===== config.mk =====
export PLATFORM = sky130hd
export DESIGN_NAME = sd_block_reader
export DESIGN_NICKNAME = d
export VERILOG_FILES = /design/src/rtl/sd_block_reader.sv
export SDC_FILE = /design/constraint.sdc
export NUM_CORES = 1
export LEC_CHECK = 0
export CAP_MARGIN = 20
export CELL_PAD_IN_SITES_DETAIL_PLACEMENT = 0
export CELL_PAD_IN_SITES_GLOBAL_PLACEMENT = 1
export CORE_MARGIN = 1
export CORE_UTILIZATION = 40
export CTS_BUF_LIST = sky130_fd_sc_hd__clkbuf_8
export CTS_CLUSTER_SIZE = 8
export DETAILED_ROUTE_END_ITERATION = 16
export HOLD_SLACK_MARGIN = 0.06
export PLACE_DENSITY = 0.81
export SLEW_MARGIN = 20
export SYNTH_ARGS = -nofsm -noshare
export SYNTH_HDL_FRONTEND = slang
export SYNTH_SLANG_ARGS = --single-unit

===== constraint.sdc =====
create_clock -name SCLK -period 4.1 [get_ports SCLK]
set_clock_uncertainty 0.1 [all_clocks]
set_input_delay 0.82 -clock SCLK [delete_from_list [all_inputs] [get_ports SCLK]]
set_output_delay 0.82 -clock SCLK [all_outputs]
set_load 0.03 [all_outputs]

===== src/rtl/sd_block_reader.sv =====
// sd_block_reader: SPI-mode SD multi-block reader built from repeated single
// block reads (CMD17). Each block waits for an empty downstream FIFO, sends
// the command, collects R1 and the data token, streams the block bytes into
// the FIFO, discards the CRC and moves to the next address. A bad R1 or a
// timeout reissues the command at the same address until the retry budget is
// exhausted.
//
// Ports:
//   SCLK          in   single clock, also the SPI clock (MISO sampled, MOSI driven on rise)
//   reset_n       in   synchronous active-low reset
//   start         in   begin a transfer (honoured in IDLE; leaves DONE/ERROR)
//   start_address in   first card address, latched on start acceptance
//   block_count   in   number of blocks, latched on start acceptance
//   MISO          in   card data out
//   MOSI          out  card data in (idle high)
//   CS            out  card chip select, active low
//   fifo_empty    in   downstream FIFO empty
//   fifo_data_in  out  byte to the FIFO
//   fifo_push     out  one-cycle FIFO write strobe
//   busy          out  high whenever not IDLE
//   done          out  level, all blocks read
//   error         out  level, transfer aborted
//   err_code      out  01 R1 nonzero, 10 R1 timeout, 11 token timeout
//   blocks_done   out  blocks completed
module sd_block_reader #(
  parameter int unsigned BLOCK_BYTES  = 512,
  parameter int unsigned ADDR_STEP    = 512,
  parameter int unsigned RESP_TIMEOUT = 80,
  parameter int unsigned MAX_RETRY    = 3,
  parameter int unsigned COUNT_WIDTH  = 8
) (
  input  logic                   SCLK,
  input  logic                   reset_n,
  input  logic                   start,
  input  logic [31:0]            start_address,
  input  logic [COUNT_WIDTH-1:0] block_count,
  input  logic                   MISO,
  output logic                   MOSI,
  output logic                   CS,
  input  logic                   fifo_empty,
  output logic [7:0]             fifo_data_in,
  output logic                   fifo_push,
  output logic                   busy,
  output logic                   done,
  output logic                   error,
  output logic [1:0]             err_code,
  output logic [COUNT_WIDTH-1:0] blocks_done
);

  localparam int unsigned BYTE_W  = $clog2(BLOCK_BYTES + 1);
  localparam int unsigned WAIT_W  = $clog2(RESP_TIMEOUT + 1);
  localparam int unsigned RETRY_W = $clog2(MAX_RETRY + 2);

  typedef enum logic [3:0] {
    IDLE, WAIT_FIFO, SEND_CMD, WAIT_R1, GET_R1, WAIT_TOKEN,
    DATA, CRC, NEXT, DONE, ERROR
  } state_t;

  state_t                 state;
  logic [31:0]            address;
  logic [COUNT_WIDTH-1:0] count_l;
  logic [46:0]            cmd_sr;
  logic [5:0]             bit_cnt;
  logic [BYTE_W-1:0]      byte_cnt;
  logic [WAIT_W-1:0]      wait_cnt;
  logic [RETRY_W-1:0]     retries;
  logic [7:0]             shift;

  logic [47:0]            cmd_word;
  logic [7:0]             shift_next;
  logic [COUNT_WIDTH-1:0] blocks_next;
  logic                   retry_ok;
  logic                   fail;
  logic [1:0]             fail_code;

  always_comb begin
    cmd_word    = {8'h51, address, 8'hFF};
    shift_next  = {shift[6:0], MISO};
    blocks_next = blocks_done + COUNT_WIDTH'(1);
    retry_ok    = retries < RETRY_W'(MAX_RETRY);
    fail        = 1'b0;
    fail_code   = 2'b00;
    case (state)
      WAIT_R1: if (MISO && wait_cnt == WAIT_W'(RESP_TIMEOUT - 1)) begin
        fail      = 1'b1;
        fail_code = 2'b10;
      end
      GET_R1: if (bit_cnt == 6'd6 && shift_next != 8'h00) begin
        fail      = 1'b1;
        fail_code = 2'b01;
      end
      WAIT_TOKEN: if (shift_next != 8'hFE && wait_cnt == WAIT_W'(RESP_TIMEOUT - 1)) begin
        fail      = 1'b1;
        fail_code = 2'b11;
      end
      default: ;
    endcase
  end

  always_ff @(posedge SCLK) begin
    if (!reset_n) begin
      state        <= IDLE;
      address      <= '0;
      count_l      <= '0;
      cmd_sr       <= '1;
      bit_cnt      <= '0;
      byte_cnt     <= '0;
      wait_cnt     <= '0;
      retries      <= '0;
      shift        <= '1;
      MOSI         <= 1'b1;
      CS           <= 1'b1;
      fifo_data_in <= '0;
      fifo_push    <= 1'b0;
      busy         <= 1'b0;
      done         <= 1'b0;
      error        <= 1'b0;
      err_code     <= 2'b00;
      blocks_done  <= '0;
    end else begin
      fifo_push <= 1'b0;
      case (state)
        IDLE: if (start) begin
          address     <= start_address;
          count_l     <= block_count;
          blocks_done <= '0;
          retries     <= '0;
          done        <= 1'b0;
          error       <= 1'b0;
          err_code    <= 2'b00;
          busy        <= 1'b1;
          if (block_count == '0) begin
            state <= DONE;
            done  <= 1'b1;
          end else begin
            state <= WAIT_FIFO;
            CS    <= 1'b0;
          end
        end
        WAIT_FIFO: if (fifo_empty) begin
          state   <= SEND_CMD;
          cmd_sr  <= cmd_word[46:0];
          MOSI    <= cmd_word[47];
          bit_cnt <= '0;
        end
        SEND_CMD: begin
          if (bit_cnt == 6'd47) begin
            state    <= WAIT_R1;
            MOSI     <= 1'b1;
            wait_cnt <= '0;
          end else begin
            MOSI    <= cmd_sr[46];
            cmd_sr  <= {cmd_sr[45:0], 1'b1};
            bit_cnt <= bit_cnt + 6'd1;
          end
        end
        WAIT_R1: begin
          if (!MISO) begin
            state   <= GET_R1;
            shift   <= 8'h00;
            bit_cnt <= '0;
          end else begin
            wait_cnt <= wait_cnt + WAIT_W'(1);
          end
        end
        GET_R1: begin
          shift   <= shift_next;
          bit_cnt <= bit_cnt + 6'd1;
          if (bit_cnt == 6'd6 && shift_next == 8'h00) begin
            state    <= WAIT_TOKEN;
            shift    <= 8'hFF;
            wait_cnt <= '0;
          end
        end
        WAIT_TOKEN: begin
          shift <= shift_next;
          if (shift_next == 8'hFE) begin
            state    <= DATA;
            bit_cnt  <= '0;
            byte_cnt <= '0;
          end else begin
            wait_cnt <= wait_cnt + WAIT_W'(1);
          end
        end
        DATA: begin
          shift <= shift_next;
          if (bit_cnt == 6'd7) begin
            fifo_data_in <= shift_next;
            fifo_push    <= 1'b1;
            bit_cnt      <= '0;
            if (byte_cnt == BYTE_W'(BLOCK_BYTES - 1)) state <= CRC;
            else byte_cnt <= byte_cnt + BYTE_W'(1);
          end else begin
            bit_cnt <= bit_cnt + 6'd1;
          end
        end
        CRC: begin
          bit_cnt <= bit_cnt + 6'd1;
          if (bit_cnt == 6'd15) state <= NEXT;
        end
        NEXT: begin
          address     <= address + 32'(ADDR_STEP);
          blocks_done <= blocks_next;
          retries     <= '0;
          if (blocks_next == count_l) begin
            state <= DONE;
            done  <= 1'b1;
            CS    <= 1'b1;
          end else begin
            state <= WAIT_FIFO;
          end
        end
        DONE, ERROR: if (start) begin
          state <= IDLE;
          busy  <= 1'b0;
        end
        default: state <= IDLE;
      endcase

      // Failure handling shared by WAIT_R1, GET_R1 and WAIT_TOKEN; placed
      // after the case so it overrides whatever the state branch scheduled.
      if (fail) begin
        if (retry_ok) begin
          retries <= retries + RETRY_W'(1);
          state   <= SEND_CMD;
          cmd_sr  <= cmd_word[46:0];
          MOSI    <= cmd_word[47];
          bit_cnt <= '0;
        end else begin
          state    <= ERROR;
          error    <= 1'b1;
          err_code <= fail_code;
          CS       <= 1'b1;
        end
      end
    end
  end

endmodule


run_1/io_fan.png
Scale: 3 px per µm.
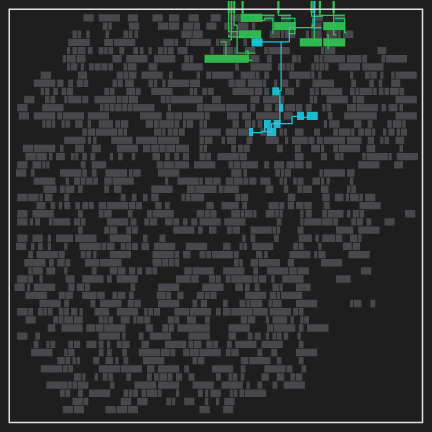
green -> fifo_data_in  # bits 8, direction output, edge top, end cells 8, wire 160 µm
cyan -> MISO  # bits 1, direction input, edge top, end cells 9, wire 89.9 µm
input/output buffers: 68
IO Pins: 69

run_1/flops_by_reg.png
Scale: 2 px per µm. Other sequential cells in the stronger grey, the rest of the logic in the fainter grey.
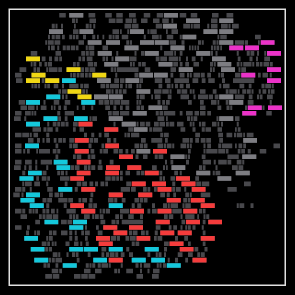
cyan -> address  # flops 32
magenta -> byte_cnt  # flops 10, where upper right
red -> cmd_sr  # flops 47
yellow -> blocks_done  # flops 8, where upper left
not coloured = 51

run_1/clocks.png
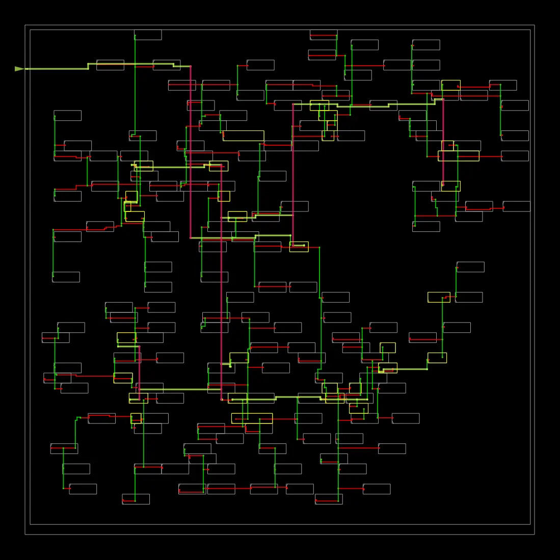
flop count: 148
Sink Count: 148
CLK BUF: 18

## run 1: layout by cell type (no fill, tap or decap), drive strengths merged, types with 6 or more instances in the layout
master,Yosys,final
buf,20,17
xnor2,13,13
nor4,9,9
nor3,34,34
nand4,11,11
nor2b,8,8
o211ai,32,32
a31oi,12,12
nand3,34,34
and2,7,7
nand2b,8,8
nand2,98,98
or3,10,10
mux2i,12,12
and3,44,44
nor2,86,86
a22oi,10,10
and4,6,6
dfxtp,148,148
clkdlybuf4s50,0,67
o21ai,73,73
clkbuf,49,18
a21oi,107,107
a221oi,6,6
ha,7,7
inv,14,21
## run 1: cells in the mapped netlist (4+ instances only)
cell	count
dfxtp_1	148
a21oi_1	106
nand2_1	97
nor2_1	86
o21ai_0	69
clkbuf_1	48
and3_1	44
nand3_1	33
o211ai_1	32
nor3_1	30
inv_1	13
xnor2_1	13
a31oi_1	12
buf_2	12
mux2i_1	12
nand4_1	11
or3_1	10
a22oi_1	9
nor2b_1	8
nor4_1	8
and2_1	7
ha_1	7
nand2b_1	7
a221oi_1	6
and4_1	6
a21o_1	5
a311oi_1	5
buf_4	5
o221ai_1	5
a211oi_1	4
nor3b_1	4
o21a_1	4
o21ai_1	4
o31a_1	4
## run 1: logic make-up (layout without fill, tap and decap cells)
family,Yosys count,after routing,share of synthesized area [%]
simple gates,375,375,26.3
compound gates,284,284,23.7
flops,148,148,40.5
buf+inv,83,130,4.73
xor+xnor,16,16,1.91
mux,12,12,1.64
fa+ha+maj,7,7,1.20
## run 1: final cells by class
class	count	area, µm²
well taps	229	287
fillers	1767	9400
repair buffers	84	796
flip-flops and latches	148	2960
clock inverters	14	193
clock buffers	18	248
multi-input cells	694	4030
inverters	14	52.6
==> results_slide.txt, run 1 <==
Implementation Results

Global route
  – Grt met3 use: under 10%

Run status
  – Status: finished clean

Yosys
  – Post-Syn Nets: just under 1000
  – Yosys stat cell total: 925
  – Syn Area/Cell: just under 8 µm²
  – Number of enable flip-flop cells: 0

Setup path
  – Delay-heaviest family, CP: AND-OR/OR-AND gates
  – Critical Path Sink: cmd_sr[17]$_SDFF_PN1_

Clocking
  – Max H-tree Level: 4
  – Post-CTS sizing: 0
  – Latency at later pin: 0.46 ns
  – CTS clk-pin slew, worst paths: approximately 0.090 ns

Route
  – DR DRC count: 0
  – Detailed Route WL: about 19 mm

Placed design
  – Placed cells: between 1000 and 1500

Pwr
  – P_sw: ~1.7 mW
  – Leakage power: just over 3 nW
  – Sequential logic power: between 1.5 and 2 mW
  – Power per cell area: about 550 nW/µm²
  – Clk pwr share: ~27%

Timing
  – Max Fclk: roughly 0.32 GHz
  – Final Hold Violation Tally: 0
  – Final period utilization: 75.2%
  – Tightest Pin Transition: 0.866 ns

Floorplan
  – FP Core Util: 40.8%

Layout
  – Top flop regs: cmd_sr (47), address (32), byte_cnt (10)

Hold path
  – WHS Path Cells: 2

Run
  – # Max-Cap Violations: 0
==> run 2, diff against run 1 <==
- clock period: 4.1 -> 2.9 ns (I/O delays scaled with it)
run_2/io_fan.png
Scale: 3 px per µm.
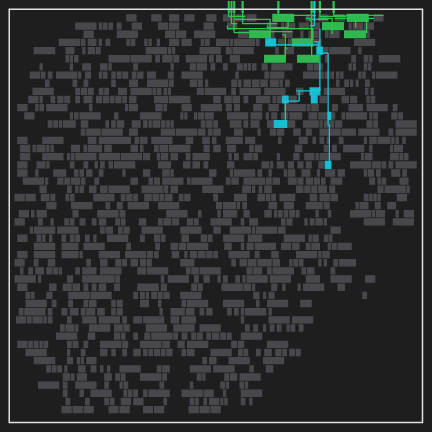
green -> fifo_data_in  # bits 8, direction output, edge top, end cells 8, wire 234 µm
cyan -> MISO  # bits 1, direction input, edge top, end cells 9, wire 122 µm

run_2/logic_types.png
Scale: 3 px per µm.
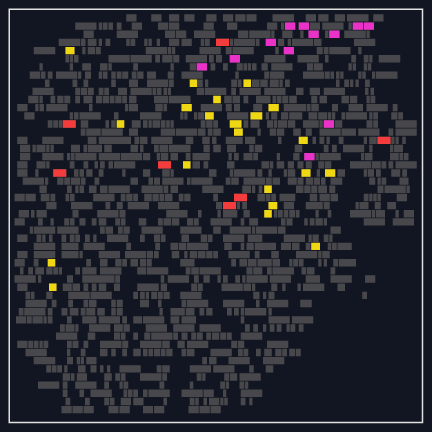
red -> fa/ha/maj cells  # cells 7
yellow -> non-inverting ao/oa cells  # cells 21
magenta -> mux cells  # cells 12

run_2/wires.png
Scale: 3 px per µm.
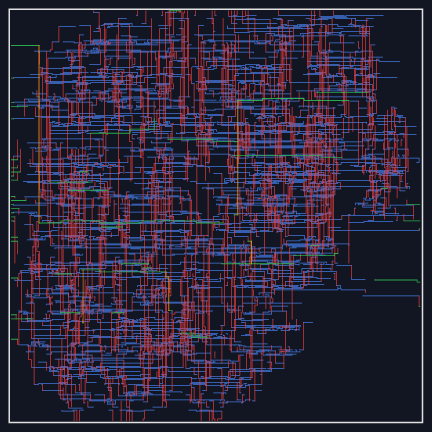
green -> metal 3  # wire length 445 µm
red -> metal 2  # wire length 8680 µm
blue -> metal 1  # wire length 9850 µm
orange -> metal 4  # wire length 136 µm

==> results_slide.txt, run 2 <==
Implementation Results

Run status
  – Status: finished clean

Layout
  – Most frequent logic cell in the layout: dfxtp_1
  – FILL cells: between 1500 and 2000
  – Reg area: between 2000 and 3000 µm²
  – Most common logic cells in the final layout: dfxtp_1 (148), a21oi_1 (105), nand2_1 (97)
  – Top flop regs: cmd_sr (47), address (32), byte_cnt (10)

Yosys
  – Count leader, synth: dfxtp_1
  – Top cells by count: dfxtp_1 (148), a21oi_1 (106), nand2_1 (97)
  – Number of enable flip-flop cells: 0
  – Post-Syn Nets: between 900 and 1000

Pwr
  – Power per cell area: about 760 nW/µm²
  – Combinational fraction of design power: around a third
  – Clk pwr share: approximately 25%
  – P_sw: 2.42 mW
  – Leakage power: approximately 3.2 nW

Clocking
  – Post-CTS sizing: 0
  – Latency at later pin: 0.45 ns
  – CTS clk-pin slew, worst paths: 0.09 ns
  – Sink Count: 148
  – Max H-tree Level: 4

Route
  – Detailed Route WL: 19.1 mm
  – DR DRC count: 0

Timing
  – Slew Limit Fails: 0
  – Tightest Pin Transition: ~0.74 ns
  – Final Hold Violation Tally: 0
  – Max Fclk: between 0.3 and 0.4 GHz

Setup path
  – Delay-heaviest family, CP: simple AND/OR/NAND/NOR gates
  – Critical Path Sink: byte_cnt[0]$_SDFFE_PN0P_

Floorplan
  – Die Width: 137 µm
  – FP Core Util: 40.8%

Placed design
  – Placed cells: between 1000 and 1500
  – Final Wtd Congestion: about 0.9

Hold path
  – WHS Path Cells: 1

Run
  – # Max-Cap Violations: 0
run 2: cell types whose count changed in the layout (fill, tap and decap cells not counted), sizes merged:
cell / before / now
buf: 17 / 46
bufinv: 3 / 2
clkinv: 2 / 3
clkinvlp: 2 / 3
inv: 21 / 20
run 2: through the flow:
step | power [mW] | hold WS (ns) | setup WS [ns]
2_1_floorplan | 4.33 | 0.316 | 0.415
3_3_place_gp | 5.00 | 0.330 | -0.0890
3_5_place_dp | 5.00 | 0.336 | -0.113
4_1_cts | 6.71 | 0.343 | 0.276
5_1_grt | 7.12 | 0.355 | 0.0842
6_report | 6.67 | 0.355 | 0.256
run 2: logic make-up (layout without fill, tap and decap cells):
kind of cell / after synthesis / in the layout / synth area share [%]
flops: 148 / 148 / 40.5
simple gates: 375 / 375 / 26.3
compound gates: 284 / 284 / 23.7
mux: 12 / 12 / 1.64
xor+xnor: 16 / 16 / 1.91
fa+ha+maj: 7 / 7 / 1.20
buf+inv: 83 / 159 / 4.73
run 2: cell type report:
| class | instances | share of cell area [%] |
|---|---|---|
| Inverter | 14 | 0.598 |
| Tap cell | 229 | 3.26 |
| Sequential cell | 148 | 33.7 |
| Clock inverter | 14 | 1.91 |
| Timing Repair Buffer | 113 | 11.8 |
| Multi-Input combinational cell | 694 | 45.9 |
| Clock buffer | 18 | 2.82 |
run 2: power groups by stage:
stage                     clock network, mW  registers [mW]  logic [mW]
final                                  1.69            2.77        2.21
after global routing                   1.82            2.83        2.48
after CTS                              1.73            2.77        2.21
after detailed placement                  0            2.81        2.19
after global placement                    0            2.82        2.18
after floorplan                           0            2.72        1.61
run 2: layer usage:
metal	GRT usage [%]	vias to the layer above	wire [µm]
met5	0	-	0
met4	6.29	0	136
met1	29.3	3195	9850
met2	32.5	86	8680
li1	-	3482	-
met3	4.16	11	444
==> run 3, diff against run 2 <==
- CAP_MARGIN: 20 -> 25
run_3/wires.png
Scale: 3 px per µm.
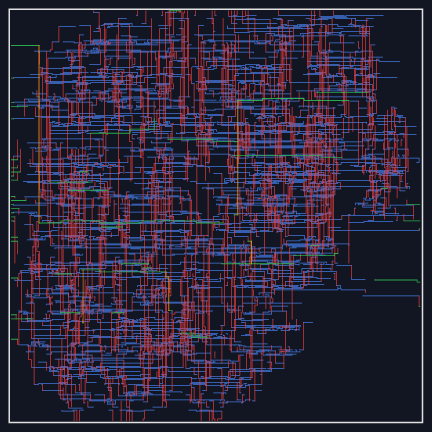
red -> metal 2  # wire length 8680 µm
green -> metal 3  # wire length 445 µm
blue -> metal 1  # wire length 9850 µm
orange -> metal 4  # wire length 136 µm
Detailed Route WL: 19.1 mm
routed vias: 6774
GRT Resource Usage Total: 21.0%

run_3/io_fan.png
Scale: 3 px per µm.
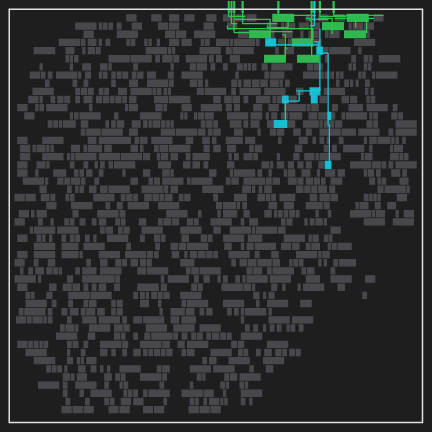
green -> fifo_data_in  # bits 8, direction output, edge top, end cells 8, wire 234 µm
cyan -> MISO  # bits 1, direction input, edge top, end cells 9, wire 122 µm

run_3/clocks.png
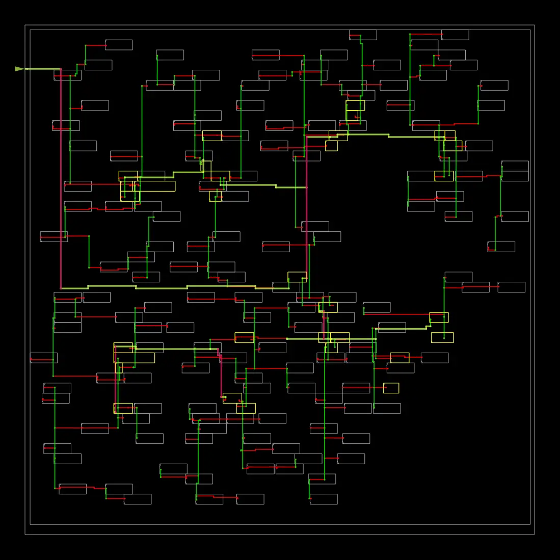
Latency at later pin: 0.45 ns
Num CTS Buffers: 17

==> results_slide.txt, run 3 <==
Implementation Results

Setup path
  – Delay-heaviest family, CP: simple AND/OR/NAND/NOR gates

Global route
  – Grt met3 use: between 4 and 5%
  – Met2 usage: between 30% and 40%
  – Met1 layer usage reported by global route: around 30%

Timing
  – Setup ws final: ~0.26 ns
  – Slew Limit Fails: 0
  – Tightest Pin Transition: between 0.7 and 0.8 ns
  – Max Fclk: about 0.38 GHz
  – Hold slack: 0.355 ns
  – Final Hold Violation Tally: 0
  – Final period utilization: just over 90%

Yosys
  – Number of enable flip-flop cells: 0
  – Syn Area/Cell: approximately 7.9 µm²
  – Yosys stat cell total: 925
  – Post-Syn Nets: between 900 and 1000
  – Count leader, synth: dfxtp_1

Layout
  – Top flop regs: cmd_sr (47), address (32), byte_cnt (10)
  – FILL cells: around 1800

Route
  – Metal2 WL: just under 9 mm
  – Top sig layer: met4
  – Wire length on met1: approximately 9.9 mm
  – DR DRC count: 0

Clocking
  – Post-CTS sizing: 0
  – Sink Count: 148
  – CTS clk-pin slew, worst paths: 0.09 ns

Placed design
  – Input/output buffers: just under 70

Pwr
  – Power per cell area: 760 nW/µm²
  – Leakage power: around 3.2 nW
  – Total power: roughly 6.7 mW

Floorplan
  – FP Core Util: about two fifths
  – Die Width: 137 µm

Run status
  – Status: finished clean
## run 3: cell counts in the layout (fill, tap and decap cells not counted)
No cell type changed its count.
## run 3: cells by family (layout without fill, tap and decap cells)
logic type	Yosys count	in the layout	share of synthesized area, %
compound gates	284	284	23.7
xor+xnor	16	16	1.91
fa+ha+maj	7	7	1.20
buf+inv	83	159	4.73
flops	148	148	40.5
mux	12	12	1.64
simple gates	375	375	26.3
## run 3: worst max-delay path by stage
stage	from	endpoint
3_3_place_gp	MISO	retries[0]$_SDFF_PN0_
4_1_cts	state[1]$_SDFFE_PN0P_	byte_cnt[0]$_SDFFE_PN0P_
6_report	state[1]$_SDFFE_PN0P_	byte_cnt[0]$_SDFFE_PN0P_
2_1_floorplan	blocks_done[0]$_SDFFE_PN0P_	done$_SDFFE_PN0P_
5_1_grt	state[1]$_SDFFE_PN0P_	byte_cnt[0]$_SDFFE_PN0P_
3_5_place_dp	MISO	cmd_sr[17]$_SDFF_PN1_
## run 3: worst reg2reg max path: cells and delay by family, from the launching register on
kind | cells | cell delay (ns)
AND/OR/NAND/NOR | 4 | 1.49
AND-OR/OR-AND | 1 | 0.06
buffers and inverters | 1 | 0.26
flip-flops | 1 | 0.68
## run 3: where the power goes
part	internal (mW)	total, mW	leakage (nW)	switching [mW]
combinational	0.992	2.21	1.82	1.22
sequential	2.45	2.77	1.21	0.318
clock	0.813	1.69	0.202	0.879
## run 3: final cells by class
type / instances / area, µm² / area share, %
Multi-Input combinational cell: 694 / 4030 / 45.9
Sequential cell: 148 / 2960 / 33.7
Inverter: 14 / 52.6 / 0.598
Clock inverter: 14 / 168 / 1.91
Tap cell: 229 / 287 / 3.26
Timing Repair Buffer: 113 / 1040 / 11.8
Clock buffer: 18 / 248 / 2.82
Power and IR drop assume default switching activity.
